### src/rtl/fetch_queue_pkg.sv
// Shared definitions for the instruction fetch queue that sits between the
// fetch stage and decode: queue depth, instruction/PC width, the NOP word
// presented when the queue is empty, and the push/pop operation encoding.
package fetch_queue_pkg;

    // Default number of queue entries (power of two, at least 2).
    localparam int FQ_DEPTH = 4;

    // Pointer width matching FQ_DEPTH.
    localparam int FQ_AW = 2;

    // Width of an instruction word and of a PC+4 value.
    localparam int FQ_XLEN = 32;

    // Word shown to decode when no entry is valid.
    localparam logic [FQ_XLEN-1:0] FQ_NOP = 32'h0000_0000;

    // What the queue does at the next edge, ignoring flush.
    typedef enum logic [1:0] {
        FQ_OP_IDLE = 2'b00,
        FQ_OP_PUSH = 2'b01,
        FQ_OP_POP  = 2'b10,
        FQ_OP_BOTH = 2'b11
    } fq_op_e;

    // Fold the individual push/pop handshakes into one operation code so the
    // pointer/occupancy update can be a single case statement.
    function automatic fq_op_e fq_decode(input logic push, input logic pop);
        fq_op_e op;
        case ({pop, push})
            2'b00:   op = FQ_OP_IDLE;
            2'b01:   op = FQ_OP_PUSH;
            2'b10:   op = FQ_OP_POP;
            2'b11:   op = FQ_OP_BOTH;
            default: op = FQ_OP_IDLE;
        endcase
        return op;
    endfunction

endpackage : fetch_queue_pkg

### src/rtl/fetch_queue.sv
// Instruction fetch queue: a small circular buffer decoupling the fetch stage
// from decode. Entries are {instruction, PC+4}. The head is read straight out
// of the register array, so an entry pushed into an empty queue reaches decode
// one cycle after the push and never combinationally in the push cycle.
// in_ready depends only on occupancy, never on out_ready, so a full queue
// cannot accept a new entry even while decode drains the head.
// Flush (branch/jump redirect) empties the queue by clearing the pointers and
// occupancy; the array contents are left alone because they become
// unreachable.
module fetch_queue
    import fetch_queue_pkg::*;
#(
    parameter int DEPTH = FQ_DEPTH,
    parameter int AW    = FQ_AW
) (
    input  logic               Clk,
    input  logic               Reset,
    input  logic [31:0]        ins_in,
    input  logic [31:0]        pc4_in,
    input  logic               in_valid,
    output logic               in_ready,
    output logic [31:0]        out_ins,
    output logic [31:0]        out_pc4,
    output logic               out_valid,
    input  logic               out_ready,
    input  logic               Flush,
    output logic [AW:0]        count
);

    // Occupancy value that means "full", sized to the counter.
    localparam logic [AW:0]   CNT_FULL = (AW+1)'(DEPTH);
    localparam logic [AW:0]   CNT_ZERO = (AW+1)'(0);
    localparam logic [AW:0]   CNT_ONE  = (AW+1)'(1);
    localparam logic [AW-1:0] PTR_ZERO = AW'(0);
    localparam logic [AW-1:0] PTR_ONE  = AW'(1);

    // Architectural state: pointers wrap naturally at AW bits (DEPTH = 2**AW).
    logic [AW-1:0] wr_ptr_q;
    logic [AW-1:0] wr_ptr_d;
    logic [AW-1:0] rd_ptr_q;
    logic [AW-1:0] rd_ptr_d;
    logic [AW:0]   count_q;
    logic [AW:0]   count_d;

    // Storage array; written only on an accepted push, never reset.
    logic [FQ_XLEN-1:0] ins_mem_q [DEPTH];
    logic [FQ_XLEN-1:0] pc4_mem_q [DEPTH];

    // Handshake and control decode.
    logic   in_ready_s;
    logic   out_valid_s;
    logic   push_s;
    logic   pop_s;
    logic   wr_en_s;
    fq_op_e op_s;

    assign in_ready_s  = (count_q < CNT_FULL);
    assign out_valid_s = (count_q != CNT_ZERO);
    assign push_s      = in_valid & in_ready_s;
    assign pop_s       = out_valid_s & out_ready;
    assign op_s        = fq_decode(push_s, pop_s);

    // A flush in the same cycle drops the incoming entry entirely.
    assign wr_en_s     = push_s & ~Flush;

    // Next pointers and occupancy; flush overrides any push or pop.
    always_comb begin
        wr_ptr_d = wr_ptr_q;
        rd_ptr_d = rd_ptr_q;
        count_d  = count_q;
        if (Flush) begin
            wr_ptr_d = PTR_ZERO;
            rd_ptr_d = PTR_ZERO;
            count_d  = CNT_ZERO;
        end else begin
            case (op_s)
                FQ_OP_IDLE: begin
                    count_d = count_q;
                end
                FQ_OP_PUSH: begin
                    wr_ptr_d = wr_ptr_q + PTR_ONE;
                    count_d  = count_q + CNT_ONE;
                end
                FQ_OP_POP: begin
                    rd_ptr_d = rd_ptr_q + PTR_ONE;
                    count_d  = count_q - CNT_ONE;
                end
                FQ_OP_BOTH: begin
                    // Push and pop together: occupancy unchanged.
                    wr_ptr_d = wr_ptr_q + PTR_ONE;
                    rd_ptr_d = rd_ptr_q + PTR_ONE;
                    count_d  = count_q;
                end
                default: begin
                    count_d = count_q;
                end
            endcase
        end
    end

    // Pointer and occupancy registers, cleared asynchronously by Reset.
    always_ff @(posedge Clk or negedge Reset) begin
        if (!Reset) begin
            wr_ptr_q <= PTR_ZERO;
            rd_ptr_q <= PTR_ZERO;
            count_q  <= CNT_ZERO;
        end else begin
            wr_ptr_q <= wr_ptr_d;
            rd_ptr_q <= rd_ptr_d;
            count_q  <= count_d;
        end
    end

    // Entry storage write on an accepted, non-flushed push.
    always_ff @(posedge Clk) begin
        if (wr_en_s) begin
            ins_mem_q[wr_ptr_q] <= ins_in;
            pc4_mem_q[wr_ptr_q] <= pc4_in;
        end
    end

    // Head presentation: entry at rd_ptr when valid, NOP otherwise, so stale
    // array contents never leak to decode.
    always_comb begin
        out_ins = FQ_NOP;
        out_pc4 = FQ_NOP;
        if (out_valid_s) begin
            out_ins = ins_mem_q[rd_ptr_q];
            out_pc4 = pc4_mem_q[rd_ptr_q];
        end else begin
            out_ins = FQ_NOP;
            out_pc4 = FQ_NOP;
        end
    end

    assign in_ready  = in_ready_s;
    assign out_valid = out_valid_s;
    assign count     = count_q;

endmodule : fetch_queue

### config.mk
export PLATFORM = sky130hd
export DESIGN_NAME = fetch_queue
export DESIGN_NICKNAME = d
export VERILOG_FILES = /design/src/rtl/fetch_queue_pkg.sv /design/src/rtl/fetch_queue.sv
export SDC_FILE = /design/constraint.sdc
export NUM_CORES = 1
export LEC_CHECK = 0
export CORE_ASPECT_RATIO = 1.4
export CORE_MARGIN = 2
export CORE_UTILIZATION = 59
export DETAILED_ROUTE_END_ITERATION = 16
export PLACE_DENSITY = 0.85
export SYNTH_ARGS = -nofsm -noshare
export SYNTH_HDL_FRONTEND = slang
export SYNTH_SLANG_ARGS = --single-unit
### constraint.sdc
create_clock -name Clk -period 8.8 [get_ports Clk]
set_clock_uncertainty 0.1 [all_clocks]
set_input_delay 1.76 -clock Clk [delete_from_list [all_inputs] [get_ports Clk]]
set_output_delay 1.76 -clock Clk [all_outputs]
set_load 0.01 [all_outputs]
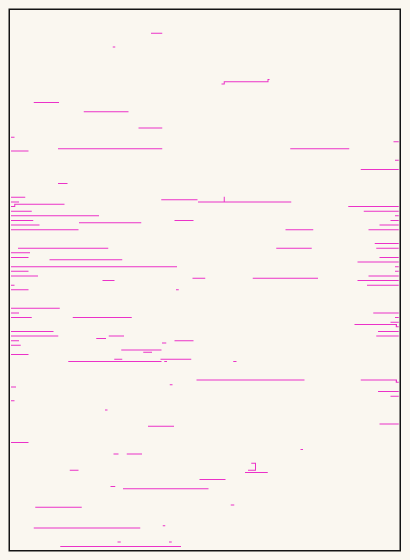
**Above:** metal 3.
- share of all routed wire: 5.0%
- longest straight run: 48.5 µm
- nets with wire on the layer: 80
- main direction: horizontal
- wire length on this layer: 913 µm

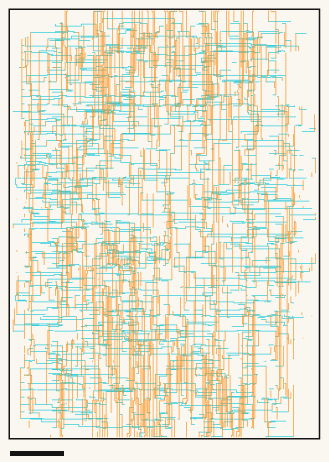
**Above:** metal layers overlaid.
Scale bar: 20 µm. Two of the layers only.
- cyan: M1 (wire length 6,920 µm)
- orange: M2 (wire length 9,960 µm)
drt total wl: 18,300 µm
vias: 4,738

==> run notes <==
fresh numbers from the pnr run: Sw Share=between 20% and 30%, slew at the pin with the worst max-slew slack=around 1.1 ns, Commonest Layout Cell=edfxtp_1, # rows=56, Flop pwr share=41.9%, met1 wire length=6920 µm, Crit Path Category=register to output pin, Critical Path End=out_pc4[0], Yosys Instances=450, Area Growth Syn to Fin=23.0%, Yosys reg bits=263, Slowest-stage cell, CP=buf_4, Post-synth EDFFs=256, top sig layer=met4, Adders+Majority by Area=0.942%, clock buf count=30, Init Core Util=60.3%, Antenna Cells=0, startpoint types=register, clock root buffer=clkbuf_16, Crit path max-delay family=buffers and inverters, Hold EP=wr_ptr_q[0], Pwr Total=3.62 mW, met3 global-route usage=approximately 3.2%, Chip Area=0.0182 mm², Non-clk invs=4, Top Layout Cells=256 x edfxtp_1, 137 x clkdlybuf4s50_1, 65 x and2_1, 64 x mux4_2, 25 x clkbuf_16, Inst Count DP=770, # setup viols final=0, Commonest cells post-synth=256 x edfxtp_1, 69 x and2_1, 64 x mux4_2, GRT Total Usage=21.1%, post-route cell area=0.0124 mm², Comb pwr share=29.7%, min-delay src=wr_ptr_q[0], largest net degree at the start of global routing=approximately 67, Worst Path Buf+Inv=2, Worst R2R Path Depth=7, ys async rst share=2.66%, Met3 Wirelength=between 900 and 1000 µm, CP Depth=4, share of cells above drive strength 1=17.7%, Top-area cell share=76.1%, initial antenna violation count=1, non-filler cells, final=between 800 and 900, Synth warnings=0, Worst EP arrival=3.28 ns, IR drop worst, VDD=around 0.21 mV, Crit. Startpoint=rd_ptr_q[0], CP Cell Sequence=buf_4, mux4_2, and2_1, clkdlybuf4s50_1, Clock Path Buffers=3, R2R Setup Slk=5.43 ns, leading area contributor after synthesis=edfxtp_1, worst r2r src=count[2], PD cells=291 mW/mm², Clock Pin Slew Worst Setup and Hold Paths=0.06 ns, Max FO, Critical Path=~45, WHS=0.508 ns, Top Usage Layer GRT=met2, Max-area cell class=flip-flops and latches, Place WS=~4 ns, yosys aoi share=less than 1%, hold path cells=2, R2R Path End=count[2], DR WL met2=9960 µm, Seq cells=263, Psw=roughly 940 µW, Synth logic family=multiplexers, Comb gate area=0.00210 mm², Setup Buffers After CTS=0, HP Class=register to register, count leader, synth=edfxtp_1, Leak=3.97 nW, status=completed, P_int=2.67 mW, M2 GR Usage=36.1%, Well Taps=approximately 200, Seq. cell area=0.00787 mm², clock-cell share of area=approximately 6.4%, fillers=930, Gates resized, CTS repair=0, RePlAce Congestion=0.725, Slew headroom=about a quarter, nets=669, Port Buffer Count=137, fmax=0.195 GHz, Max H-tree Level=1, Worst-Skew Late Latency=0.50 ns, synth top area cells=edfxtp_1 76%, mux4_2 14%, and2_1 4.3%, dfrtp_1 1.7%, ha_1 0.74%
Power figures rest on the tool's default switching activity, not on a simulated workload.
